**Clock distribution**

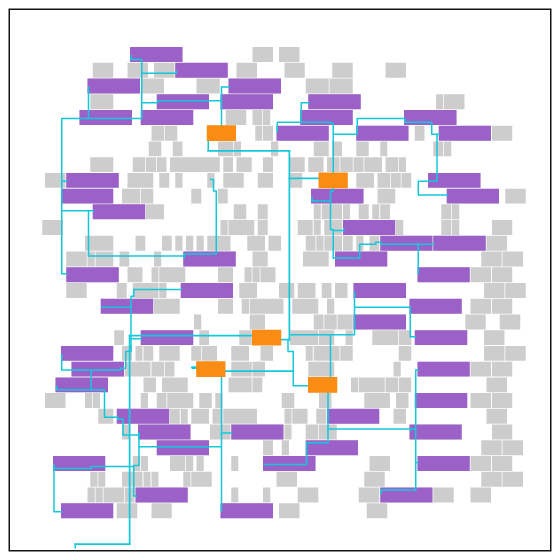
**Cell sizes after repair**

Scale bar: 20 um.
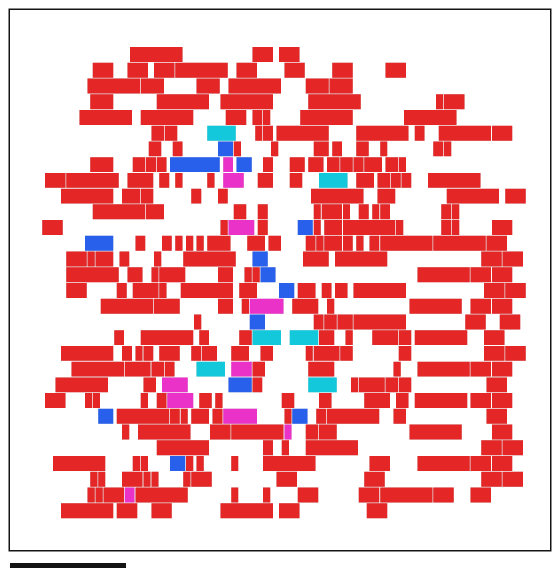
File: src/rtl/ref_mem_ctrl_param.sv
// Reference-memory controller for the motion-estimation search window.
// Loads bank groups from the fetch path, then sweeps stored rows per read pass.
module ref_mem_ctrl_param #(
    parameter int NUM_BANKS = 32,
    parameter int GROUP     = 4,
    parameter int ROWS      = 96,
    parameter int ADDR_W    = 7,
    parameter int RD_PASSES = 16,
    localparam int SEL_W    = (RD_PASSES > 1) ? $clog2(RD_PASSES) : 1
) (
    input  logic                 clk,
    input  logic                 rst_n,
    input  logic                 begin_prepare,
    input  logic                 abort,
    input  logic                 wr_valid,
    output logic                 wr_ready,
    input  logic                 rd_ready,
    output logic [NUM_BANKS-1:0] bank_sel,
    output logic [ADDR_W-1:0]    wr_addr,
    output logic                 wr_en,
    output logic                 rd_en,
    output logic [ADDR_W-1:0]    rd_addr,
    output logic [SEL_W-1:0]     rdr_sel,
    output logic                 busy,
    output logic                 done
);
    localparam int NUM_GROUPS = NUM_BANKS / GROUP;
    localparam int GRP_W      = (NUM_GROUPS > 1) ? $clog2(NUM_GROUPS) : 1;

    localparam logic [ADDR_W-1:0]    ROW_LAST  = ADDR_W'(ROWS - 1);
    localparam logic [GRP_W-1:0]     GRP_LAST  = GRP_W'(NUM_GROUPS - 1);
    localparam logic [SEL_W-1:0]     PASS_LAST = SEL_W'(RD_PASSES - 1);
    localparam logic [NUM_BANKS-1:0] GRP_ONES  = NUM_BANKS'({GROUP{1'b1}});

    typedef enum logic [1:0] {
        S_IDLE,
        S_LOAD,
        S_READ,
        S_DONE
    } state_e;

    state_e               state_q;
    logic [GRP_W-1:0]     grp_q;
    logic [ADDR_W-1:0]    wrow_q;
    logic [ADDR_W-1:0]    rrow_q;
    logic [SEL_W-1:0]     pass_q;
    logic                 fin_q;

    logic                 wr_en_q;
    logic [NUM_BANKS-1:0] bank_sel_q;
    logic [ADDR_W-1:0]    wr_addr_q;
    logic                 rd_en_q;
    logic [ADDR_W-1:0]    rd_addr_q;
    logic [SEL_W-1:0]     rdr_sel_q;
    logic                 done_q;

    logic [NUM_BANKS-1:0] bank_sel_d;
    logic [ADDR_W-1:0]    wrow_d;
    logic [ADDR_W-1:0]    rrow_d;
    logic                 wrow_last;
    logic                 rrow_last;

    assign bank_sel_d = GRP_ONES << (int'(grp_q) * GROUP);
    assign wrow_last  = (wrow_q == ROW_LAST);
    assign rrow_last  = (rrow_q == ROW_LAST);
    assign wrow_d     = wrow_last ? '0 : wrow_q + ADDR_W'(1);
    assign rrow_d     = rrow_last ? '0 : rrow_q + ADDR_W'(1);

    always_ff @(posedge clk or negedge rst_n) begin
        if (!rst_n) begin
            state_q    <= S_IDLE;
            grp_q      <= '0;
            wrow_q     <= '0;
            rrow_q     <= '0;
            pass_q     <= '0;
            fin_q      <= 1'b0;
            wr_en_q    <= 1'b0;
            bank_sel_q <= '0;
            wr_addr_q  <= '0;
            rd_en_q    <= 1'b0;
            rd_addr_q  <= '0;
            rdr_sel_q  <= '0;
            done_q     <= 1'b0;
        end else begin
            wr_en_q    <= 1'b0;
            bank_sel_q <= '0;
            rd_en_q    <= 1'b0;
            done_q     <= 1'b0;
            if (abort) begin
                state_q <= S_IDLE;
                grp_q   <= '0;
                wrow_q  <= '0;
                rrow_q  <= '0;
                pass_q  <= '0;
                fin_q   <= 1'b0;
            end else begin
                unique case (state_q)
                    S_IDLE: begin
                        if (begin_prepare) begin
                            state_q <= S_LOAD;
                            grp_q   <= '0;
                            wrow_q  <= '0;
                            rrow_q  <= '0;
                            pass_q  <= '0;
                            fin_q   <= 1'b0;
                        end
                    end
                    S_LOAD: begin
                        if (wr_valid) begin
                            wr_en_q    <= 1'b1;
                            bank_sel_q <= bank_sel_d;
                            wr_addr_q  <= wrow_q;
                            wrow_q     <= wrow_d;
                            if (wrow_last) begin
                                if (grp_q == GRP_LAST) begin
                                    grp_q   <= '0;
                                    state_q <= S_READ;
                                end else begin
                                    grp_q <= grp_q + GRP_W'(1);
                                end
                            end
                        end
                    end
                    S_READ: begin
                        // fin_q delays DONE one cycle so done follows the last rd_en
                        if (fin_q) begin
                            fin_q   <= 1'b0;
                            done_q  <= 1'b1;
                            state_q <= S_DONE;
                        end else if (rd_ready) begin
                            rd_en_q   <= 1'b1;
                            rd_addr_q <= rrow_q;
                            rdr_sel_q <= pass_q;
                            rrow_q    <= rrow_d;
                            if (rrow_last) begin
                                if (pass_q == PASS_LAST) begin
                                    pass_q <= '0;
                                    fin_q  <= 1'b1;
                                end else begin
                                    pass_q <= pass_q + SEL_W'(1);
                                end
                            end
                        end
                    end
                    S_DONE: begin
                        state_q <= S_IDLE;
                    end
                    default: begin
                        state_q <= S_IDLE;
                    end
                endcase
            end
        end
    end

    assign wr_ready = (state_q == S_LOAD);
    assign busy     = (state_q != S_IDLE);
    assign wr_en    = wr_en_q;
    assign bank_sel = bank_sel_q;
    assign wr_addr  = wr_addr_q;
    assign rd_en    = rd_en_q;
    assign rd_addr  = rd_addr_q;
    assign rdr_sel  = rdr_sel_q;
    assign done     = done_q;

endmodule
File: config.mk
export PLATFORM = sky130hd
export DESIGN_NAME = ref_mem_ctrl_param
export DESIGN_NICKNAME = d
export VERILOG_FILES = /design/src/rtl/ref_mem_ctrl_param.sv
export SDC_FILE = /design/constraint.sdc
export NUM_CORES = 1
export LEC_CHECK = 0
export CORE_MARGIN = 4
export CORE_UTILIZATION = 38
export CTS_BUF_LIST = sky130_fd_sc_hd__clkbuf_8
export DETAILED_ROUTE_END_ITERATION = 10
export GPL_ROUTABILITY_DRIVEN = 1
export MAX_ROUTING_LAYER = met4
export PLACE_DENSITY_LB_ADDON = 0.15
export SLEW_MARGIN = 10
export SYNTH_ARGS = -nofsm -noshare
export SYNTH_HDL_FRONTEND = slang
export SYNTH_SLANG_ARGS = --single-unit
export TNS_END_PERCENT = 10
File: constraint.sdc
create_clock -name clk -period 2.4 [get_ports clk]
set_input_delay 0.48 -clock clk [delete_from_list [all_inputs] [get_ports clk]]
set_output_delay 0.48 -clock clk [all_outputs]
set_load 0.01 [all_outputs]
==> run summary <==
The implementation run finished. STA classifies the critical path endpoint as an output port. Looking at the reg2reg group, the worst path starts from state_q[1]. In this run, the combinational gates consume 32.2% of the power. about 170 cells are multi-input combinational gates. Number of buffers created by CTS landed at 5. The most critical setup path has its endpoint at wr_ready. Number of I/O port buffers landed at 60. Total of warnings raised by yosys landed at 0.

Buffer-and-inverter tally for the worst setup path landed at 2. For this design, Yosys synthesis ends with a cell count of 273. Clock-pin slew reported for the worst setup and hold paths after clock tree synthesis landed at 0.09 ns. Per the timing report, the most critical flop-to-flop path finishes at wrow_q[5]. The slowest stage of the critical path is the sky130_fd_sc_hd__clkdlybuf4s50_1 cell. For reference, simple AND, OR, NAND and NOR cells occupy 18.6% of the area reported after synthesis. Flip-flop count of the largest register after layout landed at 8. Non-clock buffering takes up 19.8% of total cell area after layout. The commonest cells after synthesis are 53 x sky130_fd_sc_hd__dfrtp_1, 34 x sky130_fd_sc_hd__nand2_1, 24 x sky130_fd_sc_hd__buf_4.

Final-layout clock buffer total landed at 6. The worst-case IR drop observed on VDD is 395 uV. Highest clock frequency the design can meet landed at 457 MHz.

Number of nets in the finished design landed at 338. Counting the fill cells in the layout gives between 600 and 700. The flow ran to the end, and the final reports show no timing, DRC or antenna violations.

The sequential power reported by the tool is 975 uW. Post-synthesis, Yosys gives the total cell area as ~2800 sq um. Wire length on met3 landed at 340 um. The synthesis report lists the most area-consuming cells as sky130_fd_sc_hd__dfrtp_1 48%, sky130_fd_sc_hd__buf_4 6.5%, sky130_fd_sc_hd__ha_1 5.4%. The class occupying the most area after layout is reported as sequential cells. Looking at area per cell type in the netlist, the leader is sky130_fd_sc_hd__dfrtp_1.

The final timing report lists a max-slew violation count of 0. The worst-case reg-to-reg setup slack stands at 0.40 ns. Checking hold timing, the worst path is listed with class reg2reg.

The post-route netlist has 9.06% of its cells at a drive strength greater than 1. Per the finish-stage timing summary, setup violations number 0. Met2 demand-to-capacity share in global routing landed at 23.3%.

The report shows a maximum critical-path fanout of 5. The number of antenna violations at the first check in global routing came to 0. The worst setup path is of the reg2out kind. Multi-input logic area landed at 1150 sq um.

Hold violation count in the final report landed at 0. Final cell count without fillers landed at 416. At the end of routability-driven placement, the weighted congestion stood at 0.922. Part of the Yosys area used for sequential elements landed at a little under half. Summing over the stages, the warning tally comes to 32. In this run the clock root is driven by a sky130_fd_sc_hd__clkbuf_8.

After routing the design area is 3440 sq um. Arrival time of the worst setup path landed at 1.71 ns. The synthesis report names the predominant flop master as sky130_fd_sc_hd__dfrtp_1. Number of placed instances, taps included landed at 408. Worst slew margin relative to its limit landed at 62.3%. In the post-synthesis netlist, the cell with the most instances is sky130_fd_sc_hd__dfrtp_1. Violation count after the first detailed-routing iteration landed at 98. Setup repair after global routing left no endpoint under its margin. Number of sequential storage elements landed at 53. Clock period minus final worst setup slack landed at 2.19 ns.

The detailed router used layers up to and including met4. The largest part of the power goes to registers. Per the cell usage report, the commonest logic cells after layout are 59 x sky130_fd_sc_hd__clkdlybuf4s50_1, 53 x sky130_fd_sc_hd__dfrtp_1, 34 x sky130_fd_sc_hd__nand2_1. Number of violations of the max-capacitance limit landed at 0. The layout report gives the register share of total cell area as 38.6%. In this run the full chip footprint comes out at 8720 sq um. For the worst min-delay path, the startpoint reported by OpenROAD is wr_addr[5].

Wire segments on met2 add up to ~2700 um in the final route. A synthesized cell averages 10.1 sq um. Die outline height landed at 93.4 um. Counting buffers and inverters, the worst setup path is 3 cells deep.

The report puts the cell count of the worst reg-to-reg path at 6. The H-tree was split into 2 levels. The fraction of cell area in multi-input combinational cells is reported as 33.5%. Using the TritonRoute via totals, the vias-per-cell ratio works out to between 5 and 6.

Net switching is 33.8% of the power. Storage element area landed at 1330 sq um. Number of different library cells in the post-synthesis netlist landed at approximately 53. The region available for standard cell placement spans 6940 sq um. Critical path required time landed at 1.92 ns. Yosys reports the multiplexer fraction of the synthesized area as roughly 2.8%.

TritonRoute output was used to compute an average wire per cell of 14.4 um. Xor and xnor area share after synthesis landed at 0%. The share of the core area taken by cells at floorplan is 39.9%. Per the synth stats, the proportion of register bits with asynchronous set or reset is 100%. Pin count of the biggest net entering global routing landed at 25.

Share of the cycle needed by the critical path after routing landed at 91.2%.
About 'clock distribution':
clock wires: in cyan, length 679 um. flip-flops: in purple, count 53. cells driving clock nets: in orange, count 5.
Position of the flops: widely spread. There are 6 routed clock nets.
Clock group: 505 uW
worst setup skew after layout: 0.00782 ns
relative contribution of the clock network to total power: 23.1%

About 'cell sizes after repair':
drive 2: in magenta, cells 10, share 3.1%. drive 1 or less: in red, cells 291, share 91%. drive 6 and up: in cyan, cells 6, share 1.9%. drive 3 to 4: in blue, cells 13, share 4.1%.
synth-to-layout area growth: 24.2%
final worst slack: 0.211 ns

Power is estimated from default activity; no workload was simulated.
